## src/rtl/mult9_pkg.sv

```systemverilog
// rtl/mult9_pkg.sv - shared widths and stage-1 payload type for the mult9 MAC scheduler
package mult9_pkg;

    localparam int A_W      = 8;
    localparam int B_W      = 9;
    localparam int P_W      = 17;
    // Widest requester id the block supports (NUM_REQ up to 8)
    localparam int ID_MAX_W = 3;

    typedef struct packed {
        logic                  valid;
        logic [ID_MAX_W-1:0]   id;
        logic                  last;
        logic signed [P_W-1:0] prod;
    } s1_t;

endpackage

```

## src/rtl/mult9_prod_reg.sv

```systemverilog
// rtl/mult9_prod_reg.sv - registered signed 8x9 multiplier with load and hold
module mult9_prod_reg
    import mult9_pkg::*;
(
    input  logic                  clk,
    input  logic                  rst,
    input  logic                  load_i,
    input  logic                  hold_i,
    input  logic [A_W-1:0]        a_i,
    input  logic [B_W-1:0]        b_i,
    input  logic [ID_MAX_W-1:0]   id_i,
    input  logic                  last_i,
    output s1_t                   s1_o
);

    logic signed [P_W-1:0] a_ext;
    logic signed [P_W-1:0] b_ext;
    s1_t                   s1_d;
    s1_t                   s1_q;

    always_comb begin
        a_ext = {{(P_W-A_W){a_i[A_W-1]}}, a_i};
        b_ext = {{(P_W-B_W){b_i[B_W-1]}}, b_i};
        s1_d  = s1_q;
        if (!hold_i) begin
            s1_d.valid = load_i;
            if (load_i) begin
                s1_d.id   = id_i;
                s1_d.last = last_i;
                s1_d.prod = a_ext * b_ext;
            end
        end
    end

    always_ff @(posedge clk) begin
        if (!rst) begin
            s1_q <= '0;
        end else begin
            s1_q <= s1_d;
        end
    end

    assign s1_o = s1_q;

endmodule

```

## src/rtl/mult9_mac_sched.sv

```systemverilog
// rtl/mult9_mac_sched.sv - round-robin shared 8x9 MAC, per-requester accumulators; MULT9_MAC_SAT_EN selects saturation
module mult9_mac_sched
    import mult9_pkg::*;
#(
    parameter int NUM_REQ = 4,
    parameter int ID_W    = 2,
    parameter int ACC_W   = 32
) (
    input  logic                     clk,
    input  logic                     rst,
    input  logic [NUM_REQ-1:0]       req_valid,
    input  logic [NUM_REQ*A_W-1:0]   req_a,
    input  logic [NUM_REQ*B_W-1:0]   req_b,
    input  logic [NUM_REQ-1:0]       req_last,
    output logic [NUM_REQ-1:0]       req_ready,
    output logic                     out_valid,
    input  logic                     out_ready,
    output logic [ID_W-1:0]          out_id,
    output logic signed [ACC_W-1:0]  out_data,
    output logic                     busy
);

    logic [ID_W-1:0]  rr_ptr_q;
    logic [ID_W-1:0]  rr_ptr_d;
    logic [ID_W-1:0]  gnt_id;
    logic [ID_W-1:0]  cand;
    logic             found;
    logic             stall;
    logic             accept;
    s1_t              s1;
    logic [ID_W-1:0]  s2_id;
    logic             s2_fire;
    logic [ACC_W:0]   wide;
    logic [ACC_W-1:0] sum;
    logic             acc_nz;
    logic             id_hi_unused;
    logic [ACC_W-1:0] acc_q [NUM_REQ];
    logic             out_valid_q;
    logic [ID_W-1:0]  out_id_q;
    logic [ACC_W-1:0] out_data_q;

    function automatic logic [ID_W-1:0] wrap_id(input int v);
        return ID_W'(v % NUM_REQ);
    endfunction

    assign stall = out_valid_q & ~out_ready;

    always_comb begin
        req_ready = '0;
        gnt_id    = '0;
        cand      = '0;
        found     = 1'b0;
        for (int k = 0; k < NUM_REQ; k++) begin
            cand = wrap_id(int'(rr_ptr_q) + k);
            if (!found && req_valid[cand]) begin
                found  = 1'b1;
                gnt_id = cand;
            end
        end
        if (found && !stall) begin
            req_ready[gnt_id] = 1'b1;
        end
    end

    assign accept   = found & ~stall;
    assign rr_ptr_d = accept ? wrap_id(int'(gnt_id) + 1) : rr_ptr_q;

    always_ff @(posedge clk) begin
        if (!rst) begin
            rr_ptr_q <= '0;
        end else begin
            rr_ptr_q <= rr_ptr_d;
        end
    end

    mult9_prod_reg u_prod (
        .clk    (clk),
        .rst    (rst),
        .load_i (accept),
        .hold_i (stall),
        .a_i    (req_a[int'(gnt_id)*A_W +: A_W]),
        .b_i    (req_b[int'(gnt_id)*B_W +: B_W]),
        .id_i   (ID_MAX_W'(gnt_id)),
        .last_i (req_last[gnt_id]),
        .s1_o   (s1)
    );

    assign s2_id        = s1.id[ID_W-1:0];
    assign s2_fire      = s1.valid & ~stall;
    assign id_hi_unused = ^s1.id;

    // One guard bit above the accumulator exposes signed overflow
    always_comb begin
        wide = {acc_q[s2_id][ACC_W-1], acc_q[s2_id]}
             + {{(ACC_W+1-P_W){s1.prod[P_W-1]}}, s1.prod};
`ifdef MULT9_MAC_SAT_EN
        if (wide[ACC_W] != wide[ACC_W-1]) begin
            sum = wide[ACC_W] ? {1'b1, {(ACC_W-1){1'b0}}} : {1'b0, {(ACC_W-1){1'b1}}};
        end else begin
            sum = wide[ACC_W-1:0];
        end
`else
        sum = wide[ACC_W-1:0];
`endif
    end

    always_ff @(posedge clk) begin
        if (!rst) begin
            for (int i = 0; i < NUM_REQ; i++) begin
                acc_q[i] <= '0;
            end
        end else if (s2_fire) begin
            acc_q[s2_id] <= s1.last ? '0 : sum;
        end
    end

    // A fresh result may replace one being handed off in the same cycle
    always_ff @(posedge clk) begin
        if (!rst) begin
            out_valid_q <= 1'b0;
            out_id_q    <= '0;
            out_data_q  <= '0;
        end else if (s2_fire && s1.last) begin
            out_valid_q <= 1'b1;
            out_id_q    <= s2_id;
            out_data_q  <= sum;
        end else if (out_ready) begin
            out_valid_q <= 1'b0;
        end
    end

    always_comb begin
        acc_nz = 1'b0;
        for (int i = 0; i < NUM_REQ; i++) begin
            if (acc_q[i] != '0) begin
                acc_nz = 1'b1;
            end
        end
    end

    assign busy      = rst & (s1.valid | acc_nz);
    assign out_valid = out_valid_q;
    assign out_id    = out_id_q;
    assign out_data  = out_data_q;

endmodule

```

## config.mk

```make
export PLATFORM = sky130hd
export DESIGN_NAME = mult9_mac_sched
export DESIGN_NICKNAME = d
export VERILOG_FILES = /design/src/rtl/mult9_pkg.sv /design/src/rtl/mult9_prod_reg.sv /design/src/rtl/mult9_mac_sched.sv
export SDC_FILE = /design/constraint.sdc
export NUM_CORES = 1
export LEC_CHECK = 0
export CAP_MARGIN = 25
export CORE_UTILIZATION = 61
export CTS_BUF_LIST = sky130_fd_sc_hd__clkbuf_2
export DETAILED_ROUTE_END_ITERATION = 7
export GPL_ROUTABILITY_DRIVEN = 0
export GPL_TIMING_DRIVEN = 0
export PLACE_DENSITY = 0.83
export SYNTH_ARGS = -nofsm -noshare
export SYNTH_HDL_FRONTEND = slang
export SYNTH_SLANG_ARGS = --single-unit
```

## constraint.sdc

```tcl
create_clock -name clk -period 9.1 [get_ports clk]
set_clock_uncertainty 0.05 [all_clocks]
set_input_delay 2.73 -clock clk [delete_from_list [all_inputs] [get_ports clk]]
set_output_delay 2.73 -clock clk [all_outputs]
set_load 0.01 [all_outputs]
```

Run 1, placement density heat map:
The die is cut into 15 by 15 equal tiles; white is low, dark blue is high, 0 to 100% covered.
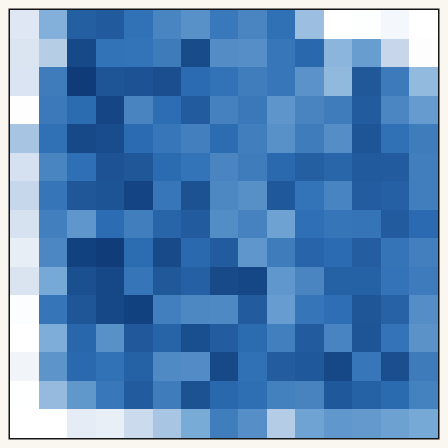
nearly empty tiles	4.4%
fullest tile	96%
mean over tiles	65%

Run 1, cell placement:
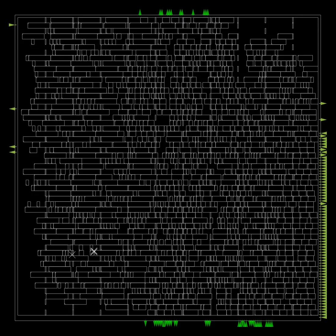
fillcell total: 1725
tap cells: 285
Finished Core Util: 69.9%

Run 1, ports around the boundary:
Bar = 50 microns. Pins as bars across the die edge, other pins in gray.
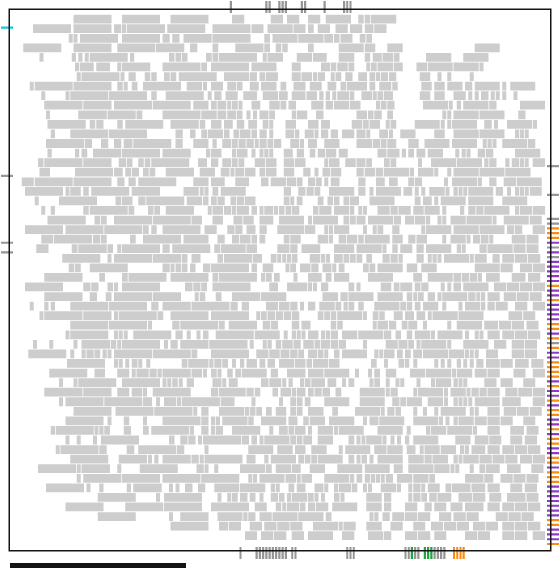
color	port	pins	direction	edge
green	req_ready	4	output	south
orange	req_a	32	input	28 east, 4 south
cyan	clk	1	input	west
purple	req_b	36	input	east
all pins by edge	71 east, 32 south, 12 north, 4 west

==> flow_summary.yaml, run 1 <==
# implementation run metrics
timing:
  setup_tns_ns: 0
  worst_slew_pin_slew_ns: 0.991
  final_max_slew_viol_count: 0
  clock.fmax_mhz: 118
  slew_headroom_pct: 33.9
  hold_viol: 0
  timing.final.crit_share_pct: 93.3
  finalSetupViolCount: 0
  fin_ws_ns: 0.610
  fin_crit_ns: 8.49
final_layout:
  area_delta_synth_final_pct: 12.5
  instances_no_fill: 1838
  drive_gt1_share_pct: 11.3
  most-common-layout-cells: "152 x nor2_1, 128 x edfxtp_1, 118 x clkdlybuf4s50_1, 102 x inv_1, 89 x nand2_1"
  lay_top_count: "nor2_1"
  finalNetCount: 1745
clock_network:
  clkTransAtPathRegs_ns: 0.29
  cts-root-buf: "clkbuf_2"
  cts_setup_buffers: 0
  cts.sinks: 188
  numCtsBuffers: 17
  cts.repair.resized: 0
  cts_hold_buf: 0
  cts_tree: "yes"
  htree_levels: 4
  clock_latency_ns: 0.83
  cts.path.max_buffers: 2
synthesis:
  synthCells: 1401
  ys.flops: 188
  synthFlopType: "edfxtp_1"
  top_area_cell: "edfxtp_1"
  synthArstFlopShare_pct: 0
  synth_warnings: 0
  synth_top_area_share_pct: 27.4
  synth_chip_area_sq_um: 14000
  syn_area_per_cell_sq_um: 10.0
  synth.distinct_cells: 91
  synth_seq_share_pct: 36.0
  edf_count: 128
  synthTopCellsByArea: "edfxtp_1 27%, fa_1 8.9%, dfxtp_1 8.6%"
  synth_area_sq_um: 14000
  ys_cells: 1401
worst_setup_path:
  crit_path_end_kind: "primary output"
  critPathRequiredTime_ns: 6.32
  crit_fanout: 10
  start_kind: "input port"
  max_stage_delay_ns: 0.69
  arrival_ns: 5.71
  crit_chain: "clkdlybuf4s50_1 -> inv_2 -> buf_2 -> buf_1 -> clkbuf_1 -> a31oi_1 -> clkdlybuf4s50_1"
  criticalPathCategory: "in -> out"
  path_common_cell: "clkdlybuf4s50_1"
detailed_routing:
  highest_layer: "met4"
  met3WireLength_microns: 4750
  vias: 12171
  drtIter0Drc: 1313
  ant_nets: 0
  totalWireLength_microns: 41400
  m1WireLength_microns: 15000
  drc_errors: 5
  route.met2.wl_microns: 19200
  dr.pass1.iters: 8
  avgRoutedWirePerCell_microns: 22.5
  vias_per_cell: 6.62
placed_design:
  dp.cells: 1804
  hpwl_microns: 31800
  port_buffers: 118
floorplanning:
  ios: 119
  core_sq_um: 22600
  initial_utilization_pct: 62.1
  die_w_microns: 154
  rows: 55
  chipHeight_microns: 154
  chip_area_sq_um: 23600
grt:
  grt_usage_pct: 35.7
  first_global_vias: 11971
  grt_overflow: 0
  grt_max_degree: 33
  grt_pass1_wl_microns: 64300
status:
  violations: "design-rule violations"
  status: "finished, violations left"
flow_run:
  cap_violations: 0
  warnings: 29
run 1: metrics by stage:
stage	area (sq um)	hold slack, ns
after floorplan	14000	0.386
after global placement	15600	0.397
after detailed placement	15600	0.397
after CTS	15800	0.425
after global routing	15800	0.453
final	15800	0.424
run 1: cells in the mapped netlist, types with 18 or more instances:
cell type  instances
nor2_1           152
edfxtp_1         128
inv_1            102
nand2_1           92
ha_1              66
fa_1              62
a21oi_1           61
dfxtp_1           60
nor3_1            58
mux2i_1           49
nand3_1           37
nor4_1            36
o21ai_0           34
mux4_2            32
nand4_1           31
clkbuf_1          28
buf_2             27
or2_1             18
run 1: logic make-up after synthesis:
group                    after synthesis  synth area share, %
AND-OR/OR-AND                        256                 13.0
multiplexers                         101                 10.3
buffers and inverters                176                 5.44
flip-flops                           188                 36.0
AND/OR/NAND/NOR                      529                 19.0
adder cells (fa/ha/maj)              128                 14.7
XOR/XNOR                              23                 1.49
run 1: flip-flops by register name (all words and copies together), names as in the netlist, named ones only:
register / flops
out_data: 32
acc_q: 128
rr_ptr_q: 2
u_prod.s1_o: 21
out_id: 2
out_valid: 1
run 1: critical path, delay by kind of cell:
family                 cells  cell delay, ns
buffers and inverters      6            2.82
AND-OR/OR-AND              1            0.15
run 1: final timing paths:
| kind | start | endpoint | slack [ns] | cells after the start |
|---|---|---|---|---|
| max | rst | busy | 0.61 | 7 |
| min | out_data[7] | out_data[7] | 0.42 | 2 |
| max reg2reg | rr_ptr_q[0] | u_prod.s1_o[16] | 3.01 | 22 |
| min reg2reg | out_data[7] | out_data[7] | 0.42 | 2 |
run 1: metal layers:
| metal | vias up | track usage, % |
|---|---|---|
| met4 | 0 | 19.4 |
| met2 | 806 | 58.4 |
| li1 | 5397 | - |
| met3 | 174 | 7.84 |
| met5 | - | 0 |
| met1 | 5794 | 44.3 |
run 1: layout make-up:
type	count	area [sq um]
multi-input combinational	1037	8220
fill	1725	6800
sequential	188	5040
timing repair buffer	118	1180
inverter	104	390
buffer	72	372
tap	285	357
clock inverter	14	113
clock buffer	18	90.1
antenna	2	5.00
Run 1, a small window of the routed layout:
Window x 105 to 125, y 105 to 125 microns. Cells in gray, sequential cells in the stronger gray; small squares are vias.
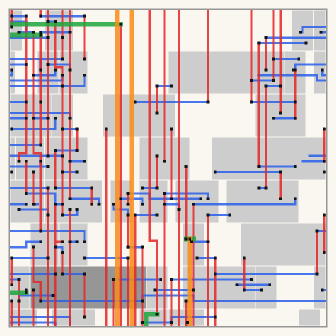

==> run 2: changes to the inputs <==
- REMOVE_ABC_BUFFERS: unset -> 1
Run 2, a small window of the routed layout:
Window x 105 to 125, y 105 to 125 microns. Cells in gray, sequential cells in the stronger gray; small squares are vias.
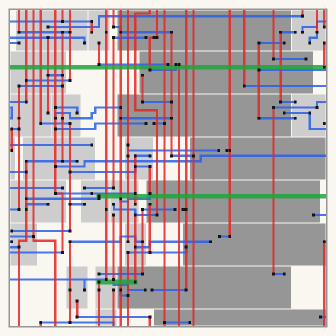
color	layer
blue	met1
green	met3
red	met2
cells with their middle in the window	23
netlist names of flops here include	acc_q (7)
most frequent	edfxtp_1 (7), nor3_1 (5)
sequential cells in the window	7

==> flow_summary.yaml, run 2 <==
# implementation run metrics
grt:
  grt_overflow: 0
  grt_usage_pct: 32.3
  grt_max_degree: 48
  grt_pass1_wl_microns: 59400
timing:
  hold_viol: 0
  timing.final.crit_share_pct: 92.5
  clock.fmax_mhz: 119
  fin_crit_ns: 8.42
  slew_headroom_pct: 28.5
final_layout:
  lay_top_count: "nor2_1"
  largest_reg_flops: 128
  drive_gt1_share_pct: 10.1
  regMostFlops: "acc_q"
  area_delta_synth_final_pct: 11.2
detailed_routing:
  dr.pass1.iters: 6
  vias_per_cell: 6.55
  avgRoutedWirePerCell_microns: 20.8
  vias: 11598
synthesis:
  syn_area_per_cell_sq_um: 10.0
  synth.distinct_cells: 91
  synth_top_area_share_pct: 27.4
  ys.flops: 188
  synth_warnings: 0
  synth_seq_share_pct: 36.0
  common_cells: "152 x nor2_1, 128 x edfxtp_1, 102 x inv_1, 92 x nand2_1, 66 x ha_1"
  top_area_cell: "edfxtp_1"
  synth_top_cell_by_count: "nor2_1"
  synthTopCellsByArea: "edfxtp_1 27%, fa_1 8.9%, dfxtp_1 8.6%"
worst_setup_path:
  r2r.worst_path.cells: 20
  start_kind: "input port"
status:
  status: "finished clean"
clock_network:
  htree_levels: 4
  cts_setup_buffers: 0
  numCtsBuffers: 17
  cts.sinks: 188
  cts-root-buf: "clkbuf_2"
  cts_tree: "yes"
  cts_hold_buf: 0
hold_path:
  min_path_cells: 2
placed_design:
  port_buffers: 118
  hpwl_microns: 27200
floorplanning:
  die_w_microns: 154
  initial_utilization_pct: 62.1
  chip_area_sq_um: 23600
  core_sq_um: 22600
  chipHeight_microns: 154
==> run 2: path summary, 6_finish.rpt <==
kind | startpoint | endpoint | slack, ns
setup / recovery | req_valid[2] | u_prod.s1_o[15] | 0.68
hold / removal | out_data[1] | out_data[1] | 0.43
setup reg to reg | rr_ptr_q[0] | u_prod.s1_o[15] | 2.64
hold reg to reg | out_data[1] | out_data[1] | 0.43
==> run 2: critical path, stage by stage <==
cell	delay, ns
clkdlybuf4s50_1	0.44
nor2b_1	0.16
o21ai_1	0.28
nand4_4	0.71
mux2i_1	0.29
mux2_2	0.38
or2_2	0.34
fa_1	0.54
inv_1	0.05
fa_1	0.48
fa_1	0.56
inv_1	0.06
fa_1	0.54
inv_1	0.04
ha_1	0.33
o21a_1	0.18
o21a_1	0.19
and4_1	0.19
a21o_1	0.18
mux2i_1	0.11
a311o_1	0.31
==> run 2: cells by family (layout without fill, tap and decap cells) <==
| logic type | after synthesis | count (layout) | synth area share [%] |
|---|---|---|---|
| AND-OR/OR-AND | 256 | 256 | 13.0 |
| XOR/XNOR | 23 | 23 | 1.49 |
| adder cells (fa/ha/maj) | 128 | 128 | 14.7 |
| buffers and inverters | 176 | 260 | 5.44 |
| flip-flops | 188 | 188 | 36.0 |
| multiplexers | 101 | 101 | 10.3 |
| other | 0 | 1 | 0 |
| AND/OR/NAND/NOR | 529 | 529 | 19.0 |
==> run 2: per-stage QoR <==
step / instance area, sq um / utilization (%) / instances / setup TNS (ns)
after floorplan: 13600 / - / 1329 / 0
after global placement: 15200 / 67.3 / 1732 / -3.58
after detailed placement: 15300 / 67.8 / 1736 / -0.382
after CTS: 15500 / 68.8 / 1768 / 0
after global routing: 15600 / 69.0 / 1771 / 0
final: 15600 / 69.0 / 1771 / 0
==> run 2: area by class of cell <==
cell class                      count  area [sq um]
Clock buffer                       17          85.1
Clock inverter                     15           159
Antenna cell                        1          2.50
Multi-Input combinational cell   1037          8230
Sequential cell                   188          5050
Inverter                          104           390
Fill cell                        1681          6990
Timing Repair Buffer              124          1310
Tap cell                          285           357
==> run 2: per-layer routing <==
| layer | vias to the layer above | share of wire [%] | GRT usage, % |
|---|---|---|---|
| li1 | 5266 | - | - |
| met5 | - | 0 | 0 |
| met3 | 105 | 8.4 | 4.74 |
| met1 | 5654 | 40 | 42.3 |
| met2 | 573 | 48 | 54.4 |
| met4 | 0 | 3.2 | 12.3 |
